Fig. 1: run 1, cell outlines without signal wires
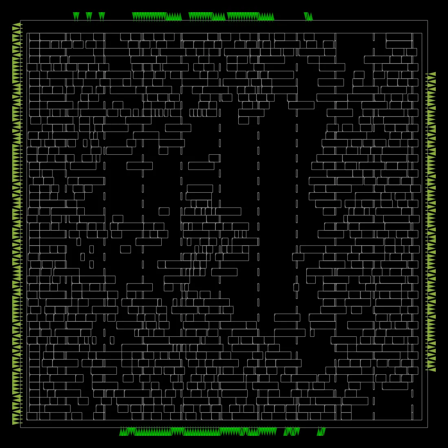
Fig. 2: run 1, cells colored by class
Fill, decap, tap and diode cells in gray.
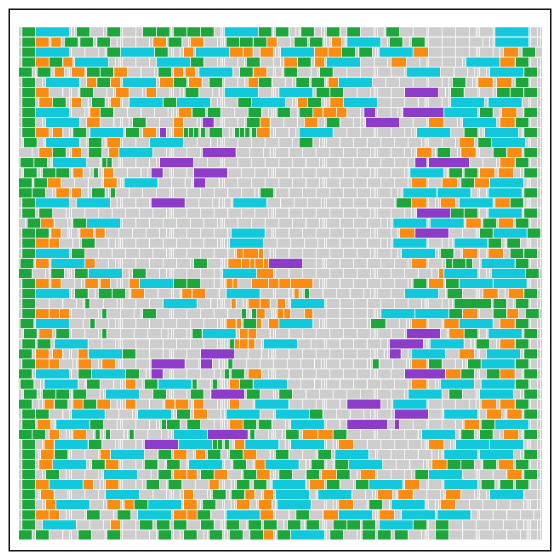
Fig. 3: run 1, routed metal, one color a layer
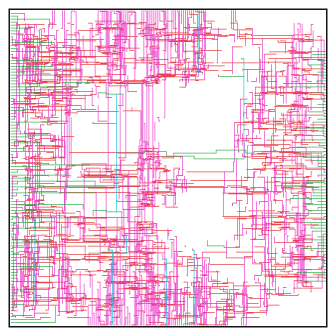
Fig. 4: run 1, clock wires, drivers and flops
The bar under the picture is 50 um long.
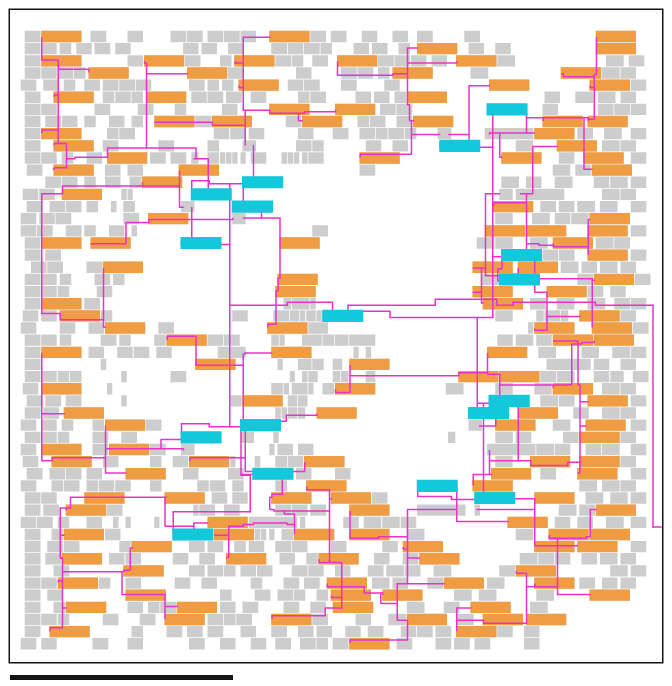
## config.mk

```make
export PLATFORM = sky130hd
export DESIGN_NAME = alu_arbiter
export DESIGN_NICKNAME = d
export VERILOG_FILES = /design/src/rtl/alu_arbiter.sv
export SDC_FILE = /design/constraint.sdc
export NUM_CORES = 1
export LEC_CHECK = 0
export CAP_MARGIN = 40
export CORE_MARGIN = 2
export CORE_UTILIZATION = 30
export CTS_BUF_LIST = sky130_fd_sc_hd__clkbuf_16
export DETAILED_ROUTE_END_ITERATION = 12
export GPL_TIMING_DRIVEN = 0
export HOLD_SLACK_MARGIN = 0.1
export PLACE_DENSITY = 0.71
export SLEW_MARGIN = 0
export SYNTH_ARGS = -nofsm -noshare
export SYNTH_HDL_FRONTEND = slang
export SYNTH_SLANG_ARGS = --single-unit
```

## constraint.sdc

```tcl
create_clock -name clk -period 6.55 [get_ports clk]
set_input_delay 1.31 -clock clk [delete_from_list [all_inputs] [get_ports clk]]
set_output_delay 1.31 -clock clk [all_outputs]
set_load 0.05 [all_outputs]
```

## src/rtl/alu_arbiter.sv

```systemverilog
// Round-robin arbiter sharing one combinational ALU between two requesters.
// Optional illegal-opcode trap enabled with `define ALU_ILLEGAL_OP_EN.
module alu_arbiter #(
  parameter int WIDTH   = 32,
  parameter int SEL_W   = 5,
  parameter int ALU_LAT = 1,
  parameter int MAX_OP  = 6
) (
  input  logic             clk,
  input  logic             rst,
  input  logic             req0,
  input  logic             req1,
  input  logic [WIDTH-1:0] a0,
  input  logic [WIDTH-1:0] b0,
  input  logic [WIDTH-1:0] a1,
  input  logic [WIDTH-1:0] b1,
  input  logic [SEL_W-1:0] sel0,
  input  logic [SEL_W-1:0] sel1,
  output logic             gnt0,
  output logic             gnt1,
  output logic             done0,
  output logic             done1,
  output logic [WIDTH-1:0] res0,
  output logic [WIDTH-1:0] res1,
  output logic             ovf0,
  output logic             ovf1,
`ifdef ALU_ILLEGAL_OP_EN
  output logic             err0,
  output logic             err1,
`endif
  output logic [WIDTH-1:0] alu_a,
  output logic [WIDTH-1:0] alu_b,
  output logic [SEL_W-1:0] alu_sel,
  input  logic [WIDTH-1:0] alu_s,
  input  logic             alu_ovf,
  output logic             busy
);

  localparam int CNT_W = 4;
  localparam logic [CNT_W-1:0] LAT_CNT = CNT_W'(ALU_LAT);

  typedef enum logic [1:0] {IDLE, EXEC, DONE} state_t;

  state_t           state_q, state_d;
  logic [CNT_W-1:0] cnt_q, cnt_d;
  logic             win_q, win_d;
  logic             rr_q, rr_d;
  logic [WIDTH-1:0] alu_a_q, alu_a_d, alu_b_q, alu_b_d;
  logic [SEL_W-1:0] alu_sel_q, alu_sel_d;
  logic             gnt0_q, gnt0_d, gnt1_q, gnt1_d;
  logic             done0_q, done0_d, done1_q, done1_d;
  logic [WIDTH-1:0] res0_q, res0_d, res1_q, res1_d;
  logic             ovf0_q, ovf0_d, ovf1_q, ovf1_d;
  logic             busy_q, busy_d;
  logic             pick1;
  logic [SEL_W-1:0] win_sel;

`ifdef ALU_ILLEGAL_OP_EN
  localparam logic [SEL_W-1:0] MAX_SEL = SEL_W'(MAX_OP);
  logic ill_q, ill_d;
  logic err0_q, err0_d, err1_q, err1_d;
`endif

  // rr_q=1 means requester 1 wins a tie
  assign pick1   = req1 & (~req0 | rr_q);
  assign win_sel = pick1 ? sel1 : sel0;

  always_comb begin
    state_d   = state_q;
    cnt_d     = cnt_q;
    win_d     = win_q;
    rr_d      = rr_q;
    alu_a_d   = alu_a_q;
    alu_b_d   = alu_b_q;
    alu_sel_d = alu_sel_q;
    gnt0_d    = 1'b0;
    gnt1_d    = 1'b0;
    done0_d   = 1'b0;
    done1_d   = 1'b0;
    res0_d    = res0_q;
    res1_d    = res1_q;
    ovf0_d    = ovf0_q;
    ovf1_d    = ovf1_q;
`ifdef ALU_ILLEGAL_OP_EN
    ill_d     = ill_q;
    err0_d    = 1'b0;
    err1_d    = 1'b0;
`endif
    case (state_q)
      IDLE: begin
        if (req0 | req1) begin
          win_d     = pick1;
          rr_d      = ~pick1;
          gnt0_d    = ~pick1;
          gnt1_d    = pick1;
          alu_a_d   = pick1 ? a1 : a0;
          alu_b_d   = pick1 ? b1 : b0;
          alu_sel_d = win_sel;
          cnt_d     = LAT_CNT;
          state_d   = EXEC;
`ifdef ALU_ILLEGAL_OP_EN
          // Illegal opcodes never reach the ALU; the trap is reported from DONE
          if (win_sel > MAX_SEL) begin
            alu_sel_d = alu_sel_q;
            cnt_d     = cnt_q;
            ill_d     = 1'b1;
            state_d   = DONE;
          end
`endif
        end
      end
      EXEC: begin
        cnt_d = cnt_q - CNT_W'(1);
        if (cnt_q == CNT_W'(1)) begin
          if (win_q) begin
            res1_d  = alu_s;
            ovf1_d  = alu_ovf;
            done1_d = 1'b1;
          end else begin
            res0_d  = alu_s;
            ovf0_d  = alu_ovf;
            done0_d = 1'b1;
          end
          state_d = DONE;
        end
      end
      DONE: begin
`ifdef ALU_ILLEGAL_OP_EN
        if (ill_q) begin
          ill_d = 1'b0;
          if (win_q) begin
            res1_d  = '0;
            ovf1_d  = 1'b0;
            done1_d = 1'b1;
            err1_d  = 1'b1;
          end else begin
            res0_d  = '0;
            ovf0_d  = 1'b0;
            done0_d = 1'b1;
            err0_d  = 1'b1;
          end
        end else begin
          state_d = IDLE;
        end
`else
        state_d = IDLE;
`endif
      end
      default: state_d = IDLE;
    endcase
    busy_d = (state_d != IDLE);
  end

  always_ff @(posedge clk or posedge rst) begin
    if (rst) begin
      state_q   <= IDLE;
      cnt_q     <= '0;
      win_q     <= 1'b0;
      rr_q      <= 1'b0;
      alu_a_q   <= '0;
      alu_b_q   <= '0;
      alu_sel_q <= '0;
      gnt0_q    <= 1'b0;
      gnt1_q    <= 1'b0;
      done0_q   <= 1'b0;
      done1_q   <= 1'b0;
      res0_q    <= '0;
      res1_q    <= '0;
      ovf0_q    <= 1'b0;
      ovf1_q    <= 1'b0;
      busy_q    <= 1'b0;
`ifdef ALU_ILLEGAL_OP_EN
      ill_q     <= 1'b0;
      err0_q    <= 1'b0;
      err1_q    <= 1'b0;
`endif
    end else begin
      state_q   <= state_d;
      cnt_q     <= cnt_d;
      win_q     <= win_d;
      rr_q      <= rr_d;
      alu_a_q   <= alu_a_d;
      alu_b_q   <= alu_b_d;
      alu_sel_q <= alu_sel_d;
      gnt0_q    <= gnt0_d;
      gnt1_q    <= gnt1_d;
      done0_q   <= done0_d;
      done1_q   <= done1_d;
      res0_q    <= res0_d;
      res1_q    <= res1_d;
      ovf0_q    <= ovf0_d;
      ovf1_q    <= ovf1_d;
      busy_q    <= busy_d;
`ifdef ALU_ILLEGAL_OP_EN
      ill_q     <= ill_d;
      err0_q    <= err0_d;
      err1_q    <= err1_d;
`endif
    end
  end

  assign gnt0    = gnt0_q;
  assign gnt1    = gnt1_q;
  assign done0   = done0_q;
  assign done1   = done1_q;
  assign res0    = res0_q;
  assign res1    = res1_q;
  assign ovf0    = ovf0_q;
  assign ovf1    = ovf1_q;
  assign alu_a   = alu_a_q;
  assign alu_b   = alu_b_q;
  assign alu_sel = alu_sel_q;
  assign busy    = busy_q;
`ifdef ALU_ILLEGAL_OP_EN
  assign err0    = err0_q;
  assign err1    = err1_q;
`endif

endmodule
```

==> metrics.json, run 1 <==
{
  "mi_logic_area_um2": 2160,
  "fp.dieArea_um2": 21300,
  "boundary_pin_count": 315,
  "topCombFamilyByArea": "AND-OR/OR-AND gates",
  "netSwitchingPower_mw": 2.88,
  "finalWeightedCongestion": 0.783,
  "yosys_cells": 425,
  "warnings": 27,
  "cts_max_level": 4,
  "maxPowerGroup": "combinational cells",
  "global_route_wire_length_before_repair_mm": 30.1,
  "synth_dominant_cell_count": "sky130_fd_sc_hd__dfrtp_1",
  "drive_gt1_share_pct": 14.1,
  "worstHoldPathType": "flop to flop",
  "fp-row-count": 51,
  "routed.top_layer": "met4",
  "power.leakage_nw": 4.20,
  "vias_per_cell": 4.85,
  "number_of_antenna_repair_diodes": 0,
  "top_area_share_pct": 61.2,
  "post_synth.cell_area_avg_um2": 14.2,
  "synth_nets": 602,
  "run_status": "complete, no violations",
  "synth_area_leader_cell": "sky130_fd_sc_hd__dfrtp_1",
  "antenna_found_initial": 0,
  "drtPass1Iterations": 4,
  "synthesis.yosys.warnings": 0,
  "synth.ff_latch_count": 148,
  "port-buffer-count": 314,
  "gr-usage-met2_pct": 30.4
}
Back to the opening pictures, Fig. 1:
sequential cell count of the final layout: 148
Post-Route Utilization: 52.0%

Back to the opening pictures, Fig. 2:
legend:
  flip-flops:
    color: cyan
    cells: 148
    share_of_their_area: 37%
  clock drivers and dummy loads:
    color: purple
    cells: 32
    share_of_their_area: 6.6%
  other buffers and delay cells:
    color: green
    cells: 354
    share_of_their_area: 34%
  all other logic:
    color: orange
    cells: 239
    share_of_their_area: 22%

Back to the opening pictures, Fig. 3:
legend:
  met2:
    color: magenta
    wire_length: 9440 um
  met3:
    color: green
    wire_length: 1800 um
  met1:
    color: red
    wire_length: 7570 um
  met4:
    color: cyan
    wire_length: 322 um
total routing resource utilization after global routing: 18.1%
wire length reported by the detailed router: 19.1 mm
vias after detailed routing: 5032
Avg WL per Cell: 18.4 um

Back to the opening pictures, Fig. 4:
legend:
  clock wires:
    color: magenta
    length: 2100 um
  flip-flops:
    color: orange
    count: 148
  cells driving clock nets:
    color: cyan
    count: 17
flops lie: widely spread

## run 1: sequential cells by signal, indices dropped and copies added, names as in the netlist
signal,count
gnt1,1
done0,1
state_q,2
win_q,1
busy,1
alu_b,32
res0,32
alu_sel,5
cnt_q,4
ovf1,1
res1,32
rr_q,1
gnt0,1
ovf0,1
alu_a,32
done1,1
## run 1: cell type report
type,count,area share [%]
timing repair buffer,316,31.1
buffer,38,1.65
inverter,4,0.196
clock buffer,17,4.16
clock inverter,15,2.24
sequential,148,36.2
tap,265,3.24
multi-input combinational,235,21.2
## run 1: cell usage in the layout, fill, tap and decap left out, drive strengths merged
| cell | Yosys | routed |
|---|---|---|
| nor4 | 1 | 1 |
| buf | 6 | 8 |
| or3b | 1 | 1 |
| a21o | 2 | 2 |
| mux2 | 67 | 67 |
| dfrtp | 148 | 148 |
| nor3b | 1 | 1 |
| nor2 | 5 | 5 |
| a221o | 69 | 69 |
| clkdlybuf4s50 | 0 | 314 |
| clkinv | 0 | 6 |
| nand3b | 1 | 1 |
| o21ai | 4 | 4 |
| bufinv | 0 | 5 |
| mux2i | 1 | 1 |
| or2 | 1 | 1 |
| and3 | 2 | 2 |
| o21a | 69 | 69 |
| nand3 | 1 | 1 |
| ha | 2 | 2 |
| nor3 | 1 | 1 |
| nor2b | 1 | 1 |
| nand2b | 2 | 2 |
| nand2 | 2 | 2 |
| inv | 4 | 8 |
| xor2 | 1 | 1 |
| clkbuf | 32 | 49 |
| o22ai | 1 | 1 |
## run 1: worst max-delay path by stage
stage,from,endpoint,depth (start not counted)
CTS,res0[31],res0[31],1
floorplan,rst,alu_a[0],1
finish,alu_a[14],alu_a[14],1
detailed placement,req0,alu_sel[3],6
global route,alu_sel[3],alu_sel[3],1
global placement,rst,alu_a[2],2
Fig. 5: run 1, I/O pins on the die edge
Pins as bars across the die edge, other pins in gray.
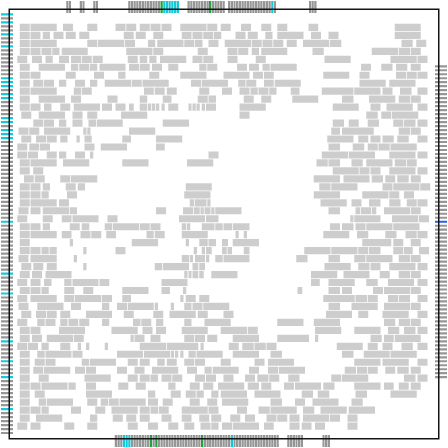

==> run 1 -> run 2 <==
--- a/config.mk
+++ b/config.mk
@@ -12,7 +12,7 @@
 export DETAILED_ROUTE_END_ITERATION = 12
 export GPL_TIMING_DRIVEN = 0
 export HOLD_SLACK_MARGIN = 0.1
-export PLACE_DENSITY = 0.71
+export PLACE_DENSITY = 0.73
 export SLEW_MARGIN = 0
 export SYNTH_ARGS = -nofsm -noshare
 export SYNTH_HDL_FRONTEND = slang
==> constraint.sdc (replaced) <==
create_clock -name clk -period 2.5 [get_ports clk]
set_input_delay 0.5 -clock clk [delete_from_list [all_inputs] [get_ports clk]]
set_output_delay 0.5 -clock clk [all_outputs]
set_load 0.05 [all_outputs]
Fig. 6: run 2, I/O pins on the die edge
Pins as bars across the die edge, other pins in gray.
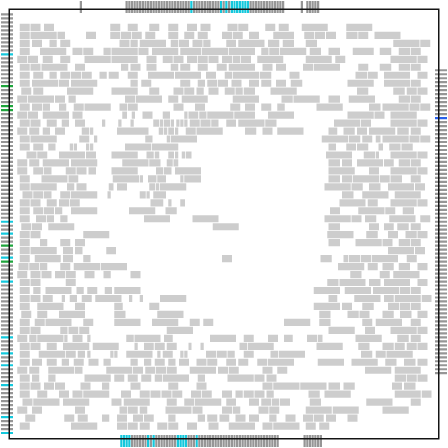
legend:
  `alu_b`:
    color: cyan
    pins: 32
    direction: output
    edge: 11 bottom, 11 left, 10 top
  `sel0`:
    color: green
    pins: 5
    direction: input
    edge: left
  `done1`:
    color: blue
    pins: 1
    direction: output
    edge: right

==> run 2 against run 1 <==
Synthesized cell count unchanged. Critical path depth up 5. Power rose to 2.6 times the previous value. Sequential share of layout area up 0.13 points. Global-route usage down 0.23 points. Via count down 0.54%. Wire length down 2.4%. Highest routed layer unchanged.
==> metrics.json, run 2 <==
{
  "run_status": {"value": "complete, no violations", "change": "unchanged"},
  "layout_top_cells": {"value": "sky130_fd_sc_hd__clkdlybuf4s50_1, sky130_fd_sc_hd__dfrtp_1, sky130_fd_sc_hd__o21a_1, sky130_fd_sc_hd__a221o_1, sky130_fd_sc_hd__mux2_2", "change": "unchanged"},
  "synth.ff_latch_count": {"value": 148, "change": "unchanged"},
  "top_area_share": {"value": 61.2, "unit": "%", "change": "unchanged"},
  "dominantRegCellSynth": {"value": "sky130_fd_sc_hd__dfrtp_1", "change": "unchanged"},
  "wl_per_cell": {"value": 18.0, "unit": "um", "change": "was 18.4 um"},
  "fp.dieArea": {"value": 21300, "unit": "um^2", "change": "unchanged"},
  "drtPass1Iterations": {"value": 4, "change": "unchanged"},
  "power.leakage": {"value": 4.16, "unit": "nW", "change": "was 4.20 nW"},
  "post_synth.cell_area_avg": {"value": 14.2, "unit": "um^2", "change": "unchanged"},
  "dp_worst_setup_slack": {"value": -15.5, "unit": "ps", "change": "was 3210 ps"},
  "route.detailed.drc": {"value": 0, "change": "unchanged"},
  "track_usage": {"value": 17.8, "unit": "%", "change": "was 18.1%"},
  "boundary_pin_count": {"value": 315, "change": "unchanged"},
  "drive_gt1_share": {"value": 14.5, "unit": "%", "change": "was 14.1%"},
  "synth_nets": {"value": 602, "change": "unchanged"},
  "die_w": {"value": 146, "unit": "um", "change": "unchanged"},
  "drt-total-wl": {"value": 18.7, "unit": "mm", "change": "was 19.1 mm"},
  "placeableCoreArea": {"value": 19700, "unit": "um^2", "change": "unchanged"},
  "slew_headroom": {"value": 42.2, "unit": "%", "change": "was 59.3%"},
  "synth_area_leader_cell": {"value": "sky130_fd_sc_hd__dfrtp_1", "change": "unchanged"},
  "finalInstanceArea": {"value": 10200, "unit": "um^2", "change": "about the same"},
  "fp-row-count": {"value": 51, "change": "unchanged"},
  "synthesis.yosys.warnings": {"value": 0, "change": "unchanged"},
  "ctsHoldBuffers": {"value": 0, "change": "unchanged"},
  "vias_per_cell": {"value": 4.81, "change": "was 4.85"},
  "mi_logic_area": {"value": 2160, "unit": "um^2", "change": "unchanged"},
  "yosys_cells": {"value": 425, "change": "unchanged"},
  "via_count": {"value": 5005, "change": "was 5032"},
  "timing.max_cap.violations": {"value": 0, "change": "unchanged"},
  "finalCoreUtilization": {"value": 51.8, "unit": "%", "change": "was 52.0%"},
  "port-buffer-count": {"value": 314, "change": "unchanged"},
  "tritoncts": {"value": "done", "change": "unchanged"},
  "worstPathRequired": {"value": 2800, "unit": "ps", "change": "was 5240 ps"},
  "setup_violators_final": {"value": 0, "change": "unchanged"},
  "topCombFamilyByArea": {"value": "AND-OR/OR-AND gates", "change": "unchanged"},
  "final_layout_top_logic_cell": {"value": "sky130_fd_sc_hd__clkdlybuf4s50_1", "change": "unchanged"},
  "finalWeightedCongestion": {"value": 0.766, "change": "was 0.783"},
  "antenna_found_initial": {"value": 0, "change": "unchanged"},
  "number_of_antenna_repair_diodes": {"value": 0, "change": "unchanged"},
  "worstHoldPathType": {"value": "flop to flop", "change": "unchanged"},
  "cts_max_level": {"value": 4, "change": "unchanged"},
  "layout_setup_ws": {"value": 279, "unit": "ps", "change": "was 3600 ps"},
  "synth_dominant_cell_count": {"value": "sky130_fd_sc_hd__dfrtp_1", "change": "unchanged"},
  "global_route_wire_length_before_repair": {"value": 29.8, "unit": "mm", "change": "was 30.1 mm"},
  "warnings": {"value": 27, "change": "unchanged"}
}
run 2: cell counts after synthesis:
Identical to the previous run, type by type.
run 2: area by class of cell:
cell class / instances / area share, %
Buffer: 38 / 1.66
Clock buffer: 17 / 4.18
Clock inverter: 15 / 1.45
Inverter: 4 / 0.184
Multi-Input combinational cell: 235 / 21.2
Sequential cell: 148 / 36.4
Tap cell: 265 / 3.26
Timing Repair Buffer: 318 / 31.7
run 2: path summary, 6_finish.rpt:
check,startpoint,end,slack [ps],cells past startpoint
max,cnt_q[1],res0[16],280,6
min,cnt_q[3],cnt_q[3],500,1
max reg2reg,cnt_q[1],res0[16],280,6
min reg2reg,cnt_q[3],cnt_q[3],500,1
max in group asynchronous,rst,res0[6],1210,4
min in group asynchronous,rst,alu_b[17],510,2
run 2: cell families after synthesis:
family | count (synthesis)
muxes | 68
and+or+nand+nor | 19
AOI/OAI and AO/OA | 145
adders and majority gates | 2
DFF | 148
buffers and inverters | 42
xor gates and xnor gates | 1
run 2: through the flow:
| step | hold slack (ps) | cells | setup TNS [ps] |
|---|---|---|---|
| 3_5_place_dp | 493 | 1008 | -20.3 |
| 4_1_cts | 505 | 1040 | 0 |
| 5_1_grt | 513 | 1040 | 0 |
| 3_3_place_gp | 475 | 1004 | -186410 |
| 6_report | 499 | 1040 | 0 |
| 2_1_floorplan | 459 | 425 | 0 |
run 2: power breakdown:
group	internal (mW)	total (mW)	switching (mW)
Combinational	3.67	9.53	5.86
Sequential	3.58	4.20	0.620
Clock	1.40	2.51	1.11
Total	8.65	16.2	7.60
run 2: metal layers:
metal	track usage (%)	part of all wire (%)	routed length, um
met5	0	0	0
met2	29.8	49	9200
met1	21.6	41	7580
met4	6.55	1.5	283
met3	5.69	8.7	1620
Fig. 7: run 2, cell outlines without signal wires
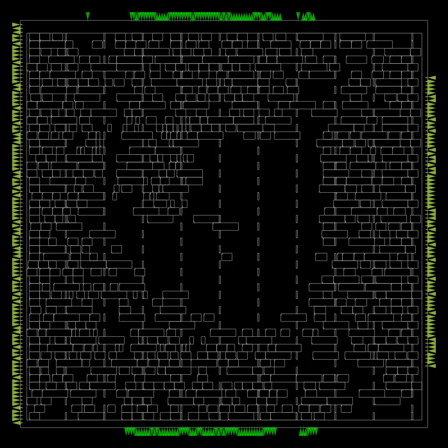

==> run 2 -> run 3 <==
--- a/config.mk
+++ b/config.mk
@@ -5,7 +5,7 @@
 export SDC_FILE = /design/constraint.sdc
 export NUM_CORES = 1
 export LEC_CHECK = 0
-export CAP_MARGIN = 40
+export CAP_MARGIN = 20
 export CORE_MARGIN = 2
 export CORE_UTILIZATION = 30
 export CTS_BUF_LIST = sky130_fd_sc_hd__clkbuf_16
@@ -13,7 +13,6 @@
 export GPL_TIMING_DRIVEN = 0
 export HOLD_SLACK_MARGIN = 0.1
 export PLACE_DENSITY = 0.73
-export SLEW_MARGIN = 0
 export SYNTH_ARGS = -nofsm -noshare
 export SYNTH_HDL_FRONTEND = slang
 export SYNTH_SLANG_ARGS = --single-unit
Fig. 8: run 3, cell outlines without signal wires
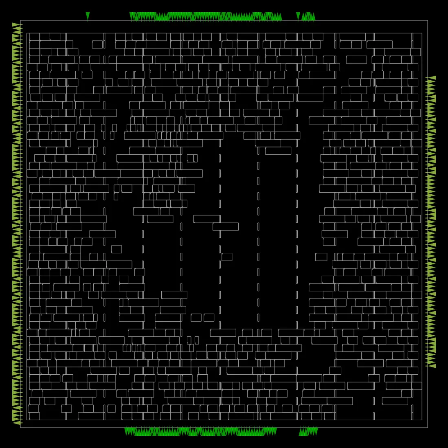
cell row count: 51
fraction of area in registers: 36.3%
# Taps: 265
Floorplan Core Area: 19700 um^2

==> run 3 against run 2 <==
Clock skew fell by 5.9 ps. Flip-flop count did not move. Wire length rose by 1.0%. Non-clock buffer count did not move. Combinational power barely moved. First-iteration DRC count rose by 19%. Synthesized area did not move. Critical path depth did not move. Highest routed layer unchanged.
==> metrics.json, run 3 <==
{
  "synth.ff_latch_count": {"value": 148, "change": "unchanged"},
  "port-buffer-count": {"value": 314, "change": "unchanged"},
  "die_w": {"value": 146, "unit": "um", "change": "unchanged"},
  "timing.reg2reg.worst_path_depth": {"value": 6, "change": "unchanged"},
  "post_synth.cell_area_avg": {"value": 14.2, "unit": "um^2", "change": "unchanged"},
  "r2r-start": {"value": "cnt_q[1]", "change": "unchanged"},
  "drive_gt1_share": {"value": 14.5, "unit": "%", "change": "unchanged"},
  "tritoncts": {"value": "done", "change": "unchanged"},
  "number_of_antenna_repair_diodes": {"value": 0, "change": "unchanged"},
  "synth_dominant_cell_count": {"value": "sky130_fd_sc_hd__dfrtp_1", "change": "unchanged"},
  "ctsHoldBuffers": {"value": 0, "change": "unchanged"},
  "drt-total-wl": {"value": 18.9, "unit": "mm", "change": "was 18.7 mm"},
  "top_area_share": {"value": 61.2, "unit": "%", "change": "unchanged"},
  "dp_worst_setup_slack": {"value": -17.0, "unit": "ps", "change": "was -15.5 ps"},
  "global_route_wire_length_before_repair": {"value": 30.3, "unit": "mm", "change": "was 29.8 mm"},
  "worstPathRequired": {"value": 2800, "unit": "ps", "change": "about the same"},
  "cts_max_level": {"value": 4, "change": "unchanged"},
  "setup_tns_final": {"value": 0, "unit": "ps", "change": "unchanged"},
  "worst_r2r_endpoint": {"value": "res0[9]", "change": "was res0[16]"},
  "finalCoreUtilization": {"value": 51.9, "unit": "%", "change": "was 51.8%"},
  "setup_violators_final": {"value": 0, "change": "unchanged"},
  "track_usage": {"value": 18.1, "unit": "%", "change": "was 17.8%"},
  "timing.max_cap.violations": {"value": 0, "change": "unchanged"},
  "run_status": {"value": "complete, no violations", "change": "unchanged"},
  "synth_nets": {"value": 602, "change": "unchanged"}
}
## run 3: cell count changes in the layout (fill, tap and decap cells not counted)
cell                         previous run  this run
sky130_fd_sc_hd__clkinvlp_4             5         4
sky130_fd_sc_hd__bufinv_16              1         2
## run 3: power by group
part / switching, mW / internal [mW] / total [mW]
combinational: 5.88 / 3.67 / 9.54
clock: 1.11 / 1.50 / 2.61
sequential: 0.627 / 3.58 / 4.21
## run 3: stage by stage
| stage | std cells | cell area, um^2 |
|---|---|---|
| after floorplan | 425 | 6050 |
| after detailed placement | 1008 | 9610 |
| after CTS | 1040 | 10200 |
| after global placement | 1004 | 9530 |
| final | 1040 | 10200 |
| after global routing | 1040 | 10200 |
## run 3: final cells by class
cell class                 count  area share (%)
inverter                       4           0.184
sequential                   148            36.3
multi-input combinational    235            21.2
buffer                        38            1.66
tap                          265            3.25
clock buffer                  17            4.17
timing repair buffer         318            31.6
clock inverter                15            1.67
## run 3: worst max path at each step
stage	from	endpoint	depth (start not counted)
floorplan	rst	alu_a[0]	1
global placement	rst	res1[7]	2
detailed placement	req1	alu_sel[2]	6
CTS	cnt_q[1]	res0[16]	6
global route	cnt_q[1]	res0[17]	6
finish	cnt_q[1]	res0[9]	6
## run 3: cell families after synthesis
kind of cell             Yosys count
AND-OR/OR-AND                    145
XOR/XNOR                           1
buffers and inverters             42
adder cells (fa/ha/maj)            2
multiplexers                      68
AND/OR/NAND/NOR                   19
flip-flops                       148
## run 3: metal layers
layer / vias up / track usage (%) / wire (um)
li1: 2304 / - / -
met1: 2508 / 21.9 / 7750
met2: 222 / 30.5 / 9330
met3: 15 / 6.44 / 1540
met4: 0 / 5.29 / 246
met5: - / 0 / 0
Power figures rest on the tool's default switching activity, not on a simulated workload.
